==> config.mk <==
export PLATFORM = sky130hd
export DESIGN_NAME = uart_cmd_parser
export DESIGN_NICKNAME = d
export VERILOG_FILES = /design/src/rtl/uart_cmd_parser.sv
export SDC_FILE = /design/constraint.sdc
export NUM_CORES = 1
export LEC_CHECK = 0
export CAP_MARGIN = 10
export CORE_UTILIZATION = 45
export DETAILED_ROUTE_END_ITERATION = 12
export SLEW_MARGIN = 20
export SYNTH_ARGS = -nofsm -noshare
export SYNTH_HDL_FRONTEND = slang
export SYNTH_SLANG_ARGS = --single-unit
==> constraint.sdc <==
create_clock -name clock -period 3.47 [get_ports clock]
set_input_delay 0.5205 -clock clock [delete_from_list [all_inputs] [get_ports clock]]
set_output_delay 0.5205 -clock clock [all_outputs]
set_load 0.01 [all_outputs]
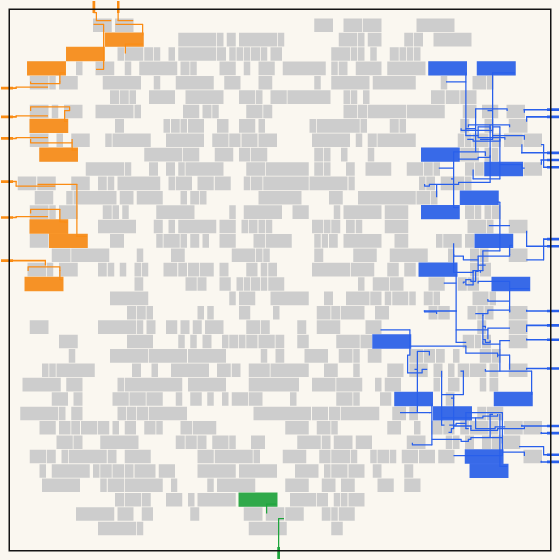
Fig. 1. Port wiring.
[overrun] green | bits: 1 | direction: output | edge: south | end cells: 1 | buffers: 1 | wire: 10.1 um
[fb_data] orange | bits: 8 | direction: output | edge: 6 west, 2 north | end cells: 8 | buffers: 8 | wire: 148 um
[fb_addr] blue | bits: 15 | direction: output | edge: east | end cells: 15 | buffers: 15 | wire: 605 um
PortBufs: 38
Ports: 39

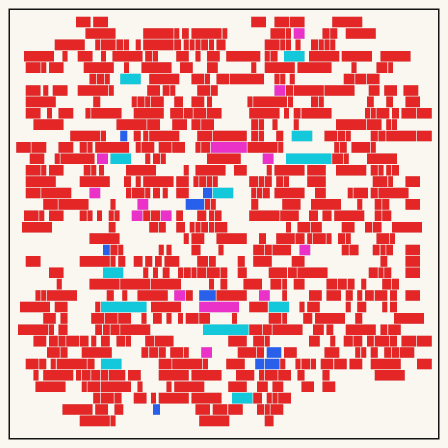
Fig. 2. Sizing map.
[_3 and _4 cells] magenta | cells: 14 | share: 2.4% | most used: buf_4
[_0 and _1 cells] red | cells: 550 | share: 94% | most used: nand2_1
[_6 and larger] cyan | cells: 12 | share: 2.1% | most used: clkbuf_8
[_2 cells] blue | cells: 9 | share: 1.5%
Area Overhead vs Synth: 16.9%
post-route setup slack: 0.418 ns
bufs w/o clock: 49

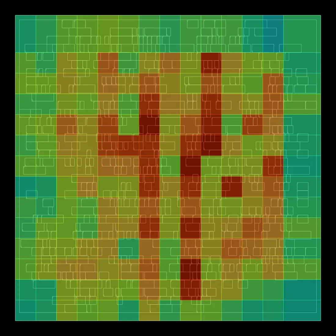
Fig. 3. Routing congestion.
GR Layer Usage met3: 0.0301
GRT Max-Usage Layer: met2
GR Util All Layers: 0.235
utilization after layout: 0.542

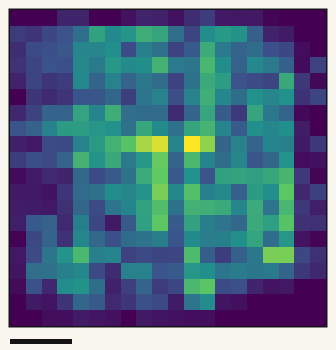
Fig. 4. Wire density map.
The bar under the picture is 20 um long. The die is cut into 20 by 20 equal tiles; dark purple is low, yellow is high, scaled to the fullest tile. Values are wire area over tile area, all layers added.
mean over tiles: 0.17
nearly empty tiles: 9.0%
fullest tile: 0.54
total wire length: 11,200 um
Avg WL per Cell: 15.6 um
total number of vias: 3,974

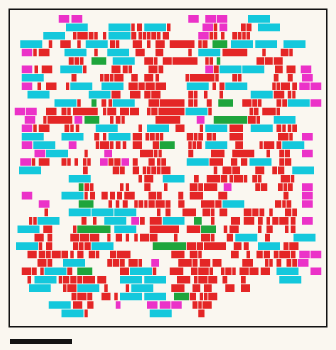
Fig. 5. Cell classes on the final placement.
The bar under the picture is 20 um long.
[combinational and other logic] red | cells: 440 | share of their area: 55%
[clock drivers and dummy loads] green | cells: 16 | share of their area: 4.6%
[remaining buffers and delay cells] magenta | cells: 49 | share of their area: 9.0%
[sequential cells] cyan | cells: 80 | share of their area: 31%
num rows: 36
post-route cell area: 5280 sq um
Core ar.: 9730 sq um

==> Changelog: implementation <==
## Flow update

* CP max stage cell: or4b_2
* Cell breakdown of the critical path: ha_1 > ha_1 > inv_1 > fa_1 > nor2b_1 > o311ai_0 > or4b_2 > o311ai_0 > xnor2_1 > a22oi_1 > o31ai_1
* Post-Syn Area per Cell at roughly 8.3 sq um
* Fin Clk Skew at 0.0105 ns
* Total Neg Setup Slack at 0 ns
* Postcts setup bufs at 0
* Total of max-cap violations at 0
* Final cell count without fillers at 718
* Ys cells at between 500 and 600
* WS Path Type: reg2reg
* Fin crit share at 0.880
* Registers, synthesis at 80
* Worst ir drop on vdd at ~0.00024 V
* CTS Hold Buffers Added at 0
* Count of library flops with an enable pin at 0
* Setup crit end kind: flop
* Max Root-Sink Buffers at 2
* Die height at 102 um
* ANT cells at 0
* Total congestion overflow at 0
* Mapped cell area at between 4000 and 5000 sq um
* Critical Path Start Type: flop
* Initial antenna violation count at 0
* H-Tree Level Count at 3
* Worst Path Arrival at 3.34 ns
* Worst-Margin Slew at about 1 ns
* Logic family by area: simple AND/OR/NAND/NOR gates
* Worst reg2reg setup slack at 0.42 ns
* Fmax at 0.328 GHz
* Most common reg cell: dfxtp_1
* Sink Count at about 80
* Adder Share, Synth at 0.0560
* Synth cell count leaders: nand2_1, dfxtp_1, nor2_1, a21oi_1, xnor2_1
* Yosys warning tally at 0
* Gp weighted congestion at 0.829
* Fin. Hold Viols at 0
* CTS resizes at 0
* Biggest area cells: dfxtp_1, nand2_1, xnor2_1
* WHS Path Cells at 1
* Largest net degree at the start of global routing at 34
* Path depth of the worst reg2reg path at 11
* Dpl hpwl at 8090 um
* Cell taking the most area after synthesis: dfxtp_1
* DRC at 0
* Worst-path clk slew at 0.09 ns
* Cells after DPL at between 700 and 800
* Clock Tree Root: clkbuf_8
* Sequential-to-total area share from yosys stat at 0.355
* Die span in x at 102 um
* Setup violators final at 0
* Starting density of the core at 0.464
* CP Max Fanout at 5
* Slew headroom at 0.329
* Yosys cell types at 56
* Max reg flops at 18
* DIE AREA at 10,400 sq um
* Top-area cell share at 0.355
* Min Tclk post-route at 3.05 ns
* OpenROAD warning count at 26
* Leak pwr at ~1.9 nW
* Antenna-violating nets left at 0
* Yosys chip area at 4510 sq um
* CTS Buf Count at 9
* CP max stage delay at 0.62 ns
* Final Slew Violations at 0
* Cell Pwr Density at roughly 440 nW/um^2
* Status: completed
* Latency at later pin at 0.37 ns
* Async S/R FF share, synth at 0
* Most frequent cell after synthesis: nand2_1
* Aoi share at 0.152
* CTS tree: done
* Xor-xnor portion of the synthesized cell area at 0.125
* Syn_nets at 573
* DRT iter0 DRCs at 259
* Simple-gate portion of the synthesized area at 0.260
* Total iterations of the first detailed-routing run at 5
* HP Class: reg2reg
metrics by stage:
stage	area, sq um	setup WS [ns]	hold slack (ns)	power, mW
after floorplan	4510	0.818	0.426	1.37
after global placement	5040	0.268	0.443	1.49
after detailed placement	5040	0.149	0.460	1.49
after CTS	5280	0.435	0.482	2.33
after global routing	5280	0.219	0.498	2.41
final	5280	0.418	0.477	2.31
cell type report:
| type | instances | area, sq um |
|---|---|---|
| Multi-Input combinational cell | 430 | 2780 |
| Sequential cell | 80 | 1600 |
| Timing Repair Buffer | 49 | 458 |
| Tap cell | 133 | 166 |
| Clock inverter | 6 | 108 |
| Inverter | 10 | 37.5 |
| Fill cell | 955 | 4450 |
| Clock buffer | 10 | 128 |
report_power, final:
group          internal (mW)  switching, mW  total (mW)
logic                  0.185          0.259       0.444
registers              0.958         0.0732        1.03
clock network          0.476          0.359       0.835
total                   1.62          0.691        2.31
worst max-delay path, delay by kind of cell, from the launching register on:
| family | cells | cell delay, ns |
|---|---|---|
| AND-OR/OR-AND | 4 | 0.84 |
| XOR/XNOR | 1 | 0.20 |
| adder cells (fa/ha/maj) | 3 | 0.69 |
| buffers and inverters | 1 | 0.07 |
| flip-flops | 1 | 0.47 |
| AND/OR/NAND/NOR | 2 | 0.68 |
placed cells by master, fill, tap and decap left out, drive strengths merged, types with 3 or more instances in the layout:
cell type	instances
nand2b	3
mux2i	10
nor3b	3
nand2	91
a21o	3
xnor3	8
o32ai	4
dfxtp	80
buf	12
or3	4
and3	13
inv	10
nand4b	3
o31ai	3
o21ai	20
nand3	30
nor4	5
a211oi	4
clkbuf	10
xnor2	31
a32o	3
xor2	13
o311ai	3
nor2	54
a31oi	3
nor4b	4
bufinv	3
nor3	4
nor2b	5
a22oi	3
ha	17
and4b	3
nand4	7
and2	4
a21oi	48
clkdlybuf4s50	37
routing by layer:
layer / global-route usage / vias to the layer above / share of wire
met5: 0 / - / 0
met4: 0.111 / 0 / 0.020
met3: 0.0301 / 22 / 0.037
met2: 0.362 / 103 / 0.45
met1: 0.327 / 1851 / 0.50
li1: - / 1998 / -
cells by family after synthesis:
logic type / Yosys count
AND-OR/OR-AND: 108
XOR/XNOR: 52
adder cells (fa/ha/maj): 19
buffers and inverters: 32
flip-flops: 80
multiplexers: 10
AND/OR/NAND/NOR: 241
No activity file was given, so power comes from the tool's default toggle rates.
